==> src/rtl/imem_stream_loader.sv <==
// Boot loader: packs a little-endian byte stream into 32-bit imem words and holds the CPU in reset until done.
// Optional feature: define LOADER_TERMINATOR_EN to append a zero end_program word after the data.
module imem_stream_loader #(
  parameter int IMEM_DEPTH = 256,
  parameter int ADDR_W     = 8
) (
  input  logic              clk,
  input  logic              reset,
  input  logic              in_valid,
  input  logic [7:0]        in_data,
  input  logic              in_last,
  output logic              in_ready,
  input  logic              restart,
  output logic              imem_we,
  output logic [ADDR_W-1:0] imem_addr,
  output logic [31:0]       imem_wdata,
  output logic              cpu_reset,
  output logic              load_done,
  output logic [ADDR_W:0]   word_count,
  output logic              overflow_err
);

  localparam logic [1:0] ST_IDLE  = 2'd0;
  localparam logic [1:0] ST_LOAD  = 2'd1;
  localparam logic [1:0] ST_FLUSH = 2'd2;
  localparam logic [1:0] ST_DONE  = 2'd3;

  localparam logic [ADDR_W:0] DEPTH_W = (ADDR_W+1)'(IMEM_DEPTH);

  if ((2 ** ADDR_W) < IMEM_DEPTH) begin : g_bad_cfg
    $error("imem_stream_loader: ADDR_W too small for IMEM_DEPTH");
  end

  logic [1:0]        state_q, state_d;
  logic [1:0]        byte_idx_q, byte_idx_d;
  logic [23:0]       buf_q, buf_d;
  logic              in_ready_q, in_ready_d;
  logic              imem_we_q, imem_we_d;
  logic [ADDR_W-1:0] imem_addr_q, imem_addr_d;
  logic [31:0]       imem_wdata_q, imem_wdata_d;
  logic              cpu_reset_q, cpu_reset_d;
  logic              load_done_q, load_done_d;
  logic [ADDR_W:0]   word_count_q, word_count_d;
  logic              overflow_err_q, overflow_err_d;
`ifdef LOADER_TERMINATOR_EN
  logic              term_sent_q, term_sent_d;
`endif

  logic        xfer;
  logic [31:0] word_asm;
  logic        word_end;
  logic        room;

  assign xfer     = in_valid & in_ready_q;
  // Bytes above byte_idx are still zero in buf_q, so a short final word is zero-padded for free.
  assign word_asm = {8'h00, buf_q} | ({24'h000000, in_data} << {byte_idx_q, 3'b000});
  assign word_end = (byte_idx_q == 2'd3) | in_last;
  assign room     = (word_count_q < DEPTH_W);

  always_comb begin
    state_d        = state_q;
    byte_idx_d     = byte_idx_q;
    buf_d          = buf_q;
    in_ready_d     = in_ready_q;
    imem_we_d      = 1'b0;
    imem_addr_d    = imem_addr_q;
    imem_wdata_d   = imem_wdata_q;
    cpu_reset_d    = cpu_reset_q;
    load_done_d    = load_done_q;
    word_count_d   = word_count_q;
    overflow_err_d = overflow_err_q;
`ifdef LOADER_TERMINATOR_EN
    term_sent_d    = term_sent_q;
`endif

    case (state_q)
      ST_IDLE, ST_LOAD: begin
        in_ready_d = 1'b1;
        if (xfer) begin
          byte_idx_d = byte_idx_q + 2'd1;
          buf_d      = word_asm[23:0];
          if (word_end) begin
            byte_idx_d = 2'd0;
            buf_d      = '0;
            // Once the memory is full, words are dropped rather than wrapping onto address 0.
            if (room) begin
              imem_we_d    = 1'b1;
              imem_addr_d  = word_count_q[ADDR_W-1:0];
              imem_wdata_d = word_asm;
              word_count_d = word_count_q + 1'b1;
            end else begin
              overflow_err_d = 1'b1;
            end
          end
          if (in_last) begin
            state_d    = ST_FLUSH;
            in_ready_d = 1'b0;
          end else begin
            state_d = ST_LOAD;
          end
        end
      end

      ST_FLUSH: begin
`ifdef LOADER_TERMINATOR_EN
        if (!term_sent_q) begin
          term_sent_d = 1'b1;
          if (room) begin
            imem_we_d    = 1'b1;
            imem_addr_d  = word_count_q[ADDR_W-1:0];
            imem_wdata_d = 32'h00000000;
          end
        end else begin
          term_sent_d = 1'b0;
          state_d     = ST_DONE;
          cpu_reset_d = 1'b0;
          load_done_d = 1'b1;
        end
`else
        state_d     = ST_DONE;
        cpu_reset_d = 1'b0;
        load_done_d = 1'b1;
`endif
      end

      ST_DONE: begin
        if (restart) begin
          state_d        = ST_IDLE;
          in_ready_d     = 1'b1;
          cpu_reset_d    = 1'b1;
          load_done_d    = 1'b0;
          word_count_d   = '0;
          overflow_err_d = 1'b0;
          imem_addr_d    = '0;
          byte_idx_d     = 2'd0;
          buf_d          = '0;
        end
      end

      default: state_d = ST_IDLE;
    endcase
  end

  always_ff @(posedge clk or negedge reset) begin
    if (!reset) begin
      state_q        <= ST_IDLE;
      byte_idx_q     <= 2'd0;
      buf_q          <= '0;
      in_ready_q     <= 1'b0;
      imem_we_q      <= 1'b0;
      imem_addr_q    <= '0;
      imem_wdata_q   <= '0;
      cpu_reset_q    <= 1'b1;
      load_done_q    <= 1'b0;
      word_count_q   <= '0;
      overflow_err_q <= 1'b0;
`ifdef LOADER_TERMINATOR_EN
      term_sent_q    <= 1'b0;
`endif
    end else begin
      state_q        <= state_d;
      byte_idx_q     <= byte_idx_d;
      buf_q          <= buf_d;
      in_ready_q     <= in_ready_d;
      imem_we_q      <= imem_we_d;
      imem_addr_q    <= imem_addr_d;
      imem_wdata_q   <= imem_wdata_d;
      cpu_reset_q    <= cpu_reset_d;
      load_done_q    <= load_done_d;
      word_count_q   <= word_count_d;
      overflow_err_q <= overflow_err_d;
`ifdef LOADER_TERMINATOR_EN
      term_sent_q    <= term_sent_d;
`endif
    end
  end

  assign in_ready     = in_ready_q;
  assign imem_we      = imem_we_q;
  assign imem_addr    = imem_addr_q;
  assign imem_wdata   = imem_wdata_q;
  assign cpu_reset    = cpu_reset_q;
  assign load_done    = load_done_q;
  assign word_count   = word_count_q;
  assign overflow_err = overflow_err_q;

endmodule

==> config.mk <==
export PLATFORM = sky130hd
export DESIGN_NAME = imem_stream_loader
export DESIGN_NICKNAME = d
export VERILOG_FILES = /design/src/rtl/imem_stream_loader.sv
export SDC_FILE = /design/constraint.sdc
export NUM_CORES = 1
export LEC_CHECK = 0
export ABC_AREA = 1
export CORE_MARGIN = 5
export CORE_UTILIZATION = 45
export DETAILED_ROUTE_END_ITERATION = 10
export PLACE_DENSITY_LB_ADDON = 0.08
export SYNTH_ARGS = -nofsm -noshare
export SYNTH_HDL_FRONTEND = slang
export SYNTH_SLANG_ARGS = --single-unit
==> constraint.sdc <==
create_clock -name clk -period 3.79 [get_ports clk]
set_input_delay 0.758 -clock clk [delete_from_list [all_inputs] [get_ports clk]]
set_output_delay 0.758 -clock clk [all_outputs]
set_load 0.02 [all_outputs]
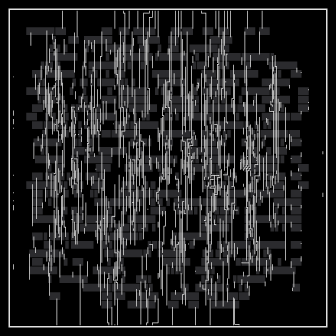
(run_1/m2.png)
Cells faint in the background.
The layer carries 4160 microns of wire. The longest straight run is 31.6 microns.
final routed wirelength across all metal layers: 8.59 mm
Global Route met2 Usage: 28.0%
via count: 3143

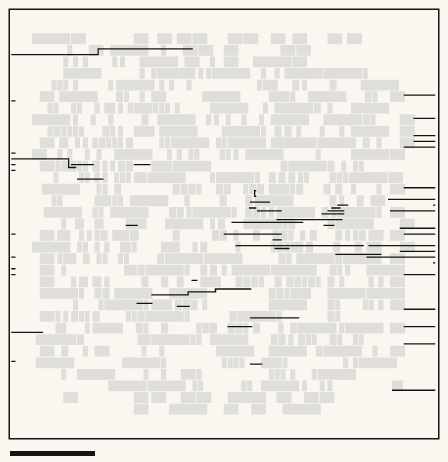
(run_1/m3.png)
Bar = 20 microns. Cells faint in the background.
The longest straight run is 29.9 microns. The wires run mostly horizontal. The layer holds 4.8% of the routed length. The layer carries 411 microns of wire.

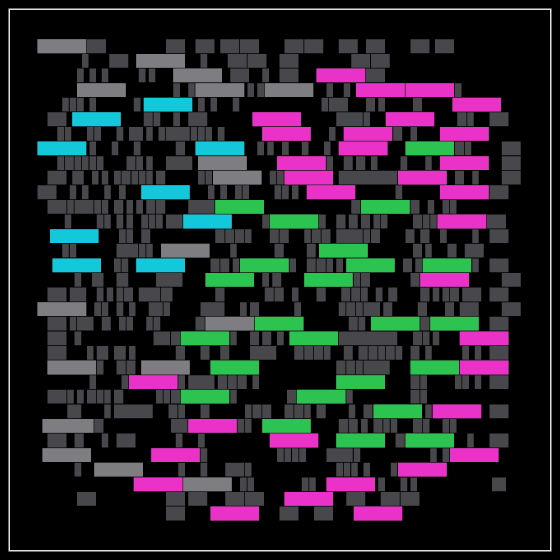
(run_1/ff_map.png)
Other sequential cells in the stronger grey, the rest of the logic in the fainter grey.
Key: `word_count` = cyan [placed flops 9]; `buf_q` = green [placed flops 24]; `imem_wdata` = magenta [placed flops 32]
area occupied by registers: 2050 sq um
sequential cell power: 1330 uW
register fraction of the total cell area: 44.6%

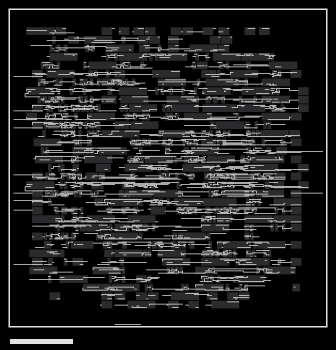
(run_1/m1.png)
Bar = 20 microns. Cells faint in the background.
The longest straight run is 24.8 microns. The wires run mostly horizontal. The layer holds 45% of the routed length. The layer carries 3890 microns of wire. 454 nets have wire on it.

==> run_summary.xml, run 1 <==
<?xml version="1.0" encoding="UTF-8"?>
<metrics>
  <group name="status">
    <metric name="status" unit="">completed</metric>
  </group>
  <group name="power">
    <metric name="power.clock.total" unit="uW">719</metric>
    <metric name="cellPowerDensity" unit="nW/um^2">755</metric>
    <metric name="p_sw" unit="uW">1430</metric>
    <metric name="combPwrFrac" unit="%">41.1</metric>
    <metric name="leading_power_group" unit="">combinational logic</metric>
    <metric name="power.static_leakage" unit="uW">0.00226</metric>
    <metric name="pg_comb" unit="uW">1430</metric>
  </group>
  <group name="setup_path">
    <metric name="timing.rr.start" unit="">byte_idx_q[1]</metric>
    <metric name="setup.worst_path.class" unit="">reg -&gt; reg</metric>
    <metric name="worst_setup_path_startpoint" unit="">byte_idx_q[1]</metric>
  </group>
  <group name="cells_and_area">
    <metric name="area.share.combinational" unit="%">29.5</metric>
    <metric name="logic_gates" unit="">304</metric>
    <metric name="nonClkBufAreaFrac" unit="%">14.5</metric>
    <metric name="n_clock_buffer" unit="">9</metric>
    <metric name="mostFrequentLayoutCells" unit="">sky130_fd_sc_hd__nand2_1, sky130_fd_sc_hd__dfrtp_1, sky130_fd_sc_hd__clkdlybuf4s50_1</metric>
    <metric name="num-nonclk-inverters" unit="">46</metric>
  </group>
  <group name="floorplanning">
    <metric name="dieWidth" unit="microns">101</metric>
    <metric name="fp.dieArea" unit="sq um">10100</metric>
    <metric name="die_h" unit="microns">101</metric>
    <metric name="well_tap_count" unit="">105</metric>
    <metric name="fp-utilization" unit="%">45.6</metric>
    <metric name="floorplan.io_pins" unit="">67</metric>
  </group>
  <group name="synth">
    <metric name="yosys-top-cells-count" unit="">sky130_fd_sc_hd__nand2_1, sky130_fd_sc_hd__dfrtp_1, sky130_fd_sc_hd__nand3_1</metric>
    <metric name="area_leaders" unit="">sky130_fd_sc_hd__dfrtp_1, sky130_fd_sc_hd__nand2_1, sky130_fd_sc_hd__nand3_1</metric>
    <metric name="avgSynthCellArea" unit="sq um">8.17</metric>
    <metric name="synth-seq-area-share" unit="%">55.6</metric>
    <metric name="synthMostInstantiatedCell" unit="">sky130_fd_sc_hd__nand2_1</metric>
    <metric name="distinct_lib_cells" unit="">28</metric>
    <metric name="synthAdderAreaFrac" unit="%">0.678</metric>
    <metric name="xors_xnors_by_area" unit="%">0</metric>
    <metric name="ys_sh_mux" unit="%">0</metric>
    <metric name="ys_ff" unit="">82</metric>
  </group>
  <group name="sta">
    <metric name="timing.final.setup_violations" unit="">0</metric>
    <metric name="postLayoutSetupSlackWorst" unit="ns">1.45</metric>
    <metric name="grt_setup_unrepaired" unit="">no</metric>
    <metric name="finalCritPeriodShare" unit="%">61.8</metric>
    <metric name="fin_worst_skew" unit="ns">0.00702</metric>
  </group>
  <group name="route">
    <metric name="met3_wirelength" unit="microns">411</metric>
    <metric name="drt_iter0_markers" unit="">222</metric>
    <metric name="drtPass1Iterations" unit="">4</metric>
    <metric name="dr_wl_met2" unit="mm">4.16</metric>
  </group>
  <group name="cts">
    <metric name="cts-root-to-sink-buffers" unit="">2</metric>
    <metric name="cts-hold-fix-buffers" unit="">0</metric>
  </group>
  <group name="grt">
    <metric name="grt_busiest_layer" unit="">met2</metric>
    <metric name="met3_usage" unit="%">3.18</metric>
    <metric name="first_pass_grt_wire_length" unit="mm">14.5</metric>
  </group>
  <group name="placement">
    <metric name="place.detailed.instances" unit="">604</metric>
  </group>
</metrics>
[run 1: path summary, 6_finish.rpt]
kind | cells after the start | endpoint | slack, ns
worst max-delay path | 6 | buf_q[11] | 1.45
worst min-delay path | 2 | imem_wdata[7] | 0.47
worst max register to register | 6 | buf_q[11] | 1.45
worst min register to register | 2 | imem_wdata[7] | 0.47
max in group asynchronous | 1 | word_count[8] | 2.54
min in group asynchronous | 1 | imem_wdata[12] | 0.58
[run 1: critical path, stage by stage, from the launching register on]
cell and delay [ns]:
sky130_fd_sc_hd__dfrtp_1 0.71, sky130_fd_sc_hd__ha_1 0.30, sky130_fd_sc_hd__nor2_1 0.10, sky130_fd_sc_hd__nand2_1 0.08
sky130_fd_sc_hd__clkinv_1 0.61, sky130_fd_sc_hd__nand3_1 0.29, sky130_fd_sc_hd__o21ai_0 0.11
==> run 2, diff against run 1 <==
==> constraint.sdc (replaced) <==
create_clock -name clk -period 2.1 [get_ports clk]
set_input_delay 0.42 -clock clk [delete_from_list [all_inputs] [get_ports clk]]
set_output_delay 0.42 -clock clk [all_outputs]
set_load 0.02 [all_outputs]
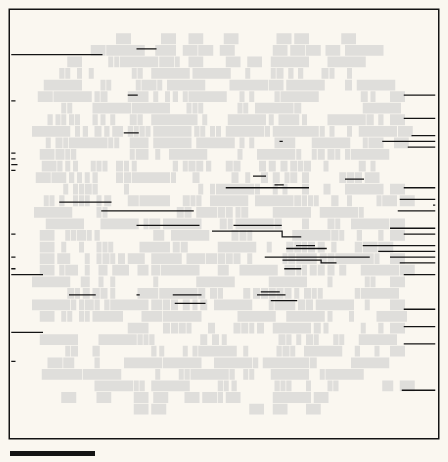
(run_2/m3.png)
Bar = 20 microns. Cells faint in the background.
The layer holds 4.9% of the routed length. 46 nets have wire on it. The longest straight run is 24.4 microns.

==> run 2 against run 1 <==
Net effect:
- design area rose by 3.4%
- worst hold slack lost 0.0012 ns
- critical path depth is 5 lower
- highest routed layer unchanged
==> run_summary.xml, run 2 <==
<?xml version="1.0" encoding="UTF-8"?>
<metrics>
  <group name="status">
    <metric name="status" unit="">completed</metric>
  </group>
  <group name="power">
    <metric name="clkPwrFrac" unit="%">21.5</metric>
    <metric name="cellPowerDensity" unit="nW/um^2">1370</metric>
    <metric name="power.clock.total" unit="uW">1410</metric>
    <metric name="pg_comb" unit="uW">2800</metric>
    <metric name="power.static_leakage" unit="uW">0.00233</metric>
    <metric name="p_sw" unit="uW">2560</metric>
    <metric name="combPwrFrac" unit="%">42.9</metric>
  </group>
  <group name="route">
    <metric name="drt_iter0_markers" unit="">138</metric>
    <metric name="met3_wirelength" unit="microns">415</metric>
    <metric name="wirelength" unit="mm">8.46</metric>
    <metric name="drtPass1Iterations" unit="">4</metric>
    <metric name="vias" unit="">3124</metric>
  </group>
  <group name="setup_path">
    <metric name="critical_path_depth" unit="">1</metric>
    <metric name="critical_path.max_stage_delay" unit="ns">0.67</metric>
    <metric name="slowest_stage" unit="">sky130_fd_sc_hd__clkdlybuf4s50_1</metric>
    <metric name="crit_path_buffers_inverters" unit="">1</metric>
    <metric name="critical_path.endpoint" unit="">word_count[3]</metric>
    <metric name="ff2ff_setup_slack" unit="ns">0.52</metric>
    <metric name="setup.worst_path.class" unit="">reg -&gt; out</metric>
    <metric name="timing.rr.start" unit="">byte_idx_q[1]</metric>
    <metric name="critical-path-top-delay-family" unit="">buffers and inverters</metric>
    <metric name="critical_path.reg2reg.endpoint" unit="">buf_q[18]</metric>
    <metric name="worst_r2r_path_depth" unit="">5</metric>
    <metric name="critical_path.cell_chain" unit="">clkdlybuf4s50_1</metric>
    <metric name="worst_setup_path_startpoint" unit="">word_count[3]</metric>
  </group>
  <group name="grt">
    <metric name="use_met2" unit="%">28.9</metric>
    <metric name="grt_busiest_layer" unit="">met2</metric>
    <metric name="first_pass_grt_wire_length" unit="mm">14.7</metric>
  </group>
  <group name="synth">
    <metric name="synth.yosys.chip_area" unit="sq um">3690</metric>
    <metric name="distinct_lib_cells" unit="">28</metric>
    <metric name="yosys-top-cells-count" unit="">sky130_fd_sc_hd__nand2_1, sky130_fd_sc_hd__dfrtp_1, sky130_fd_sc_hd__nand3_1</metric>
    <metric name="synthMostInstantiatedCell" unit="">sky130_fd_sc_hd__nand2_1</metric>
    <metric name="area_leaders" unit="">sky130_fd_sc_hd__dfrtp_1, sky130_fd_sc_hd__nand2_1, sky130_fd_sc_hd__nand3_1</metric>
    <metric name="avgSynthCellArea" unit="sq um">8.17</metric>
    <metric name="synth-seq-area-share" unit="%">55.6</metric>
    <metric name="synth_nets" unit="">467</metric>
    <metric name="ys_ff" unit="">82</metric>
  </group>
  <group name="cts">
    <metric name="clkTransAtPathRegs" unit="ns">0.08</metric>
    <metric name="worst_skew_pair.late_latency" unit="ns">0.35</metric>
    <metric name="cts-root-to-sink-buffers" unit="">2</metric>
  </group>
  <group name="cells_and_area">
    <metric name="syn_to_final_growth" unit="%">28.8</metric>
    <metric name="mostFrequentLayoutCells" unit="">sky130_fd_sc_hd__nand2_1, sky130_fd_sc_hd__dfrtp_1, sky130_fd_sc_hd__clkdlybuf4s50_1</metric>
    <metric name="final_cell_area" unit="sq um">4760</metric>
  </group>
  <group name="min_path">
    <metric name="min_path_cells" unit="">2</metric>
    <metric name="hold_path_end" unit="">imem_wdata[6]</metric>
  </group>
  <group name="sta">
    <metric name="finalCritPeriodShare" unit="%">92.4</metric>
    <metric name="postLayoutSetupSlackWorst" unit="ns">0.159</metric>
    <metric name="fin_worst_skew" unit="ns">0.00574</metric>
    <metric name="timing.final.setup_violations" unit="">0</metric>
    <metric name="grt_setup_unrepaired" unit="">no</metric>
  </group>
  <group name="floorplanning">
    <metric name="dieWidth" unit="microns">101</metric>
    <metric name="fp.dieArea" unit="sq um">10100</metric>
    <metric name="die_h" unit="microns">101</metric>
    <metric name="fp-utilization" unit="%">45.6</metric>
    <metric name="floorplan.io_pins" unit="">67</metric>
  </group>
  <group name="placement">
    <metric name="place.detailed.instances" unit="">613</metric>
  </group>
</metrics>
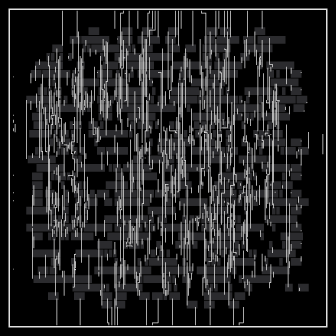
(run_2/m2.png)
Cells faint in the background.
The wires run mostly vertical. The layer holds 49% of the routed length. The layer carries 4110 microns of wire. The longest straight run is 43.9 microns. 432 nets have wire on it.

[run 2: cell counts after synthesis]
Identical to the previous run, type by type.
[run 2: repair_timing]
| item | 4_1_cts | 5_1_grt |
|---|---|---|
| hold buffers | 1 | 0 |
| hold endpoints to repair | 26 | 0 |
| resized | 0 | 0 |
[run 2: kinds of logic (layout without fill, tap and decap cells)]
kind of cell             after synthesis  count (layout)  synth area share, %
AND-OR/OR-AND                         62              62                 8.77
AND/OR/NAND/NOR                      240             240                 27.3
adder cells (fa/ha/maj)                2               2                0.677
flip-flops                            82              82                 55.6
buffers and inverters                 66             139                 7.69
[run 2: cell type report]
type	count	area, sq um
fillers	774	3330
repair buffers	77	793
clock inverters	6	114
inverters	46	173
flip-flops and latches	82	2050
well taps	105	131
clock buffers	10	138
multi-input cells	304	1360
==> run 3, diff against run 2 <==
==> constraint.sdc (replaced) <==
create_clock -name clk -period 1.75 [get_ports clk]
set_input_delay 0.35 -clock clk [delete_from_list [all_inputs] [get_ports clk]]
set_output_delay 0.35 -clock clk [all_outputs]
set_load 0.02 [all_outputs]
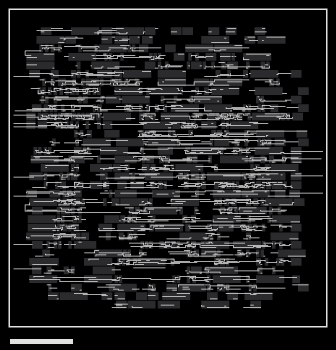
(run_3/m1.png)
Bar = 20 microns. Cells faint in the background.
481 nets have wire on it. The layer holds 45% of the routed length. The layer carries 3840 microns of wire. The longest straight run is 22.5 microns.
final routed wirelength across all metal layers: 8.54 mm
via count: 3159
met1 track demand over resource: 24.4%

==> run 3 against run 2 <==
Net effect:
- worst hold slack got worse by 0.052 ns
- clock-buffer cell count increased by 1
- critical path depth unchanged
- setup slack got worse by 0.082 ns
- final cell count increased by 1.3%
- first-iteration DRC count increased by 5.8%
- sequential cell count unchanged
- non-clock buffer count increased by 8
- synthesized area unchanged
- critical path type unchanged
==> run_summary.xml, run 3 <==
<?xml version="1.0" encoding="UTF-8"?>
<metrics>
  <group name="sta">
    <metric name="timing.final.setup_violations" unit="">0</metric>
    <metric name="grt_setup_unrepaired" unit="">no</metric>
  </group>
  <group name="synth">
    <metric name="synthAoiAreaFrac" unit="%">8.77</metric>
    <metric name="synthMostInstantiatedCell" unit="">sky130_fd_sc_hd__nand2_1</metric>
    <metric name="ys_sh_mux" unit="%">0</metric>
    <metric name="xors_xnors_by_area" unit="%">0</metric>
    <metric name="yosys.area_share.simple" unit="%">27.3</metric>
    <metric name="synthAdderAreaFrac" unit="%">0.678</metric>
    <metric name="synth-seq-area-share" unit="%">55.6</metric>
    <metric name="synth_nets" unit="">467</metric>
    <metric name="area_leaders" unit="">sky130_fd_sc_hd__dfrtp_1, sky130_fd_sc_hd__nand2_1, sky130_fd_sc_hd__nand3_1</metric>
    <metric name="distinct_lib_cells" unit="">28</metric>
  </group>
  <group name="floorplanning">
    <metric name="floorplan.io_pins" unit="">67</metric>
    <metric name="dieWidth" unit="microns">101</metric>
    <metric name="die_h" unit="microns">101</metric>
    <metric name="fp.dieArea" unit="sq um">10100</metric>
  </group>
  <group name="power">
    <metric name="clkPwrFrac" unit="%">18.5</metric>
    <metric name="power.static_leakage" unit="uW">0.00244</metric>
  </group>
  <group name="setup_path">
    <metric name="critical-path-top-delay-family" unit="">buffers and inverters</metric>
    <metric name="crit_path_buffers_inverters" unit="">1</metric>
    <metric name="timing.rr.start" unit="">byte_idx_q[0]</metric>
    <metric name="worst_r2r_path_depth" unit="">6</metric>
    <metric name="critical_path.cell_chain" unit="">clkdlybuf4s50_1</metric>
    <metric name="critical_path.reg2reg.endpoint" unit="">buf_q[1]</metric>
    <metric name="setup.worst_path.class" unit="">reg -&gt; out</metric>
    <metric name="critical_path_depth" unit="">1</metric>
  </group>
  <group name="grt">
    <metric name="grt_busiest_layer" unit="">met2</metric>
    <metric name="first_pass_grt_wire_length" unit="mm">14.7</metric>
    <metric name="use_met2" unit="%">30.0</metric>
  </group>
  <group name="status">
    <metric name="status" unit="">completed</metric>
  </group>
  <group name="route">
    <metric name="met3_wirelength" unit="microns">410</metric>
  </group>
  <group name="cells_and_area">
    <metric name="seq_area_share" unit="%">42.9</metric>
    <metric name="filler_cell_count" unit="">747</metric>
    <metric name="layout.area.seq" unit="sq um">2050</metric>
    <metric name="area.share.combinational" unit="%">28.3</metric>
  </group>
</metrics>
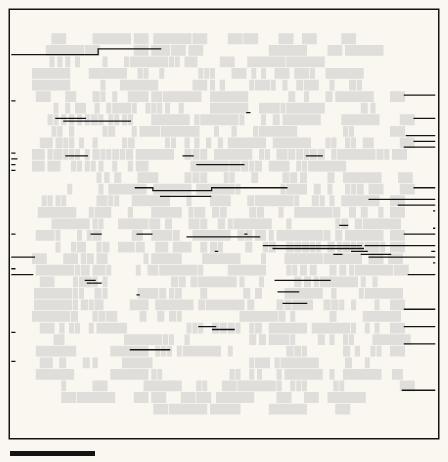
(run_3/m3.png)
Bar = 20 microns. Cells faint in the background.
met3 routing resource usage after global routing: 2.77%

[run 3: what timing repair did]
action,4_1_cts,5_1_grt
endpoints found under the hold margin,17,0
buffers inserted,0,0
hold buffers,1,0
resized,6,3
setup endpoints to repair,6,3
[run 3: metrics by stage]
| step | area [sq um] | worst slack [ns] | total power (uW) | util (%) | hold WS, ns |
|---|---|---|---|---|---|
| global placement | 4570 | 0.0640 | 6320 | 56.5 | 0.254 |
| finish | 4790 | 0.0772 | 7700 | 59.2 | 0.419 |
| floorplan | 3690 | 0.329 | 4890 | - | 0.0544 |
| global route | 4790 | 0.0148 | 8290 | 59.2 | 0.441 |
| detailed placement | 4570 | 0.0351 | 6370 | 56.5 | 0.256 |
| CTS | 4780 | 0.0115 | 7820 | 59.1 | 0.421 |
Power and IR drop assume default switching activity.
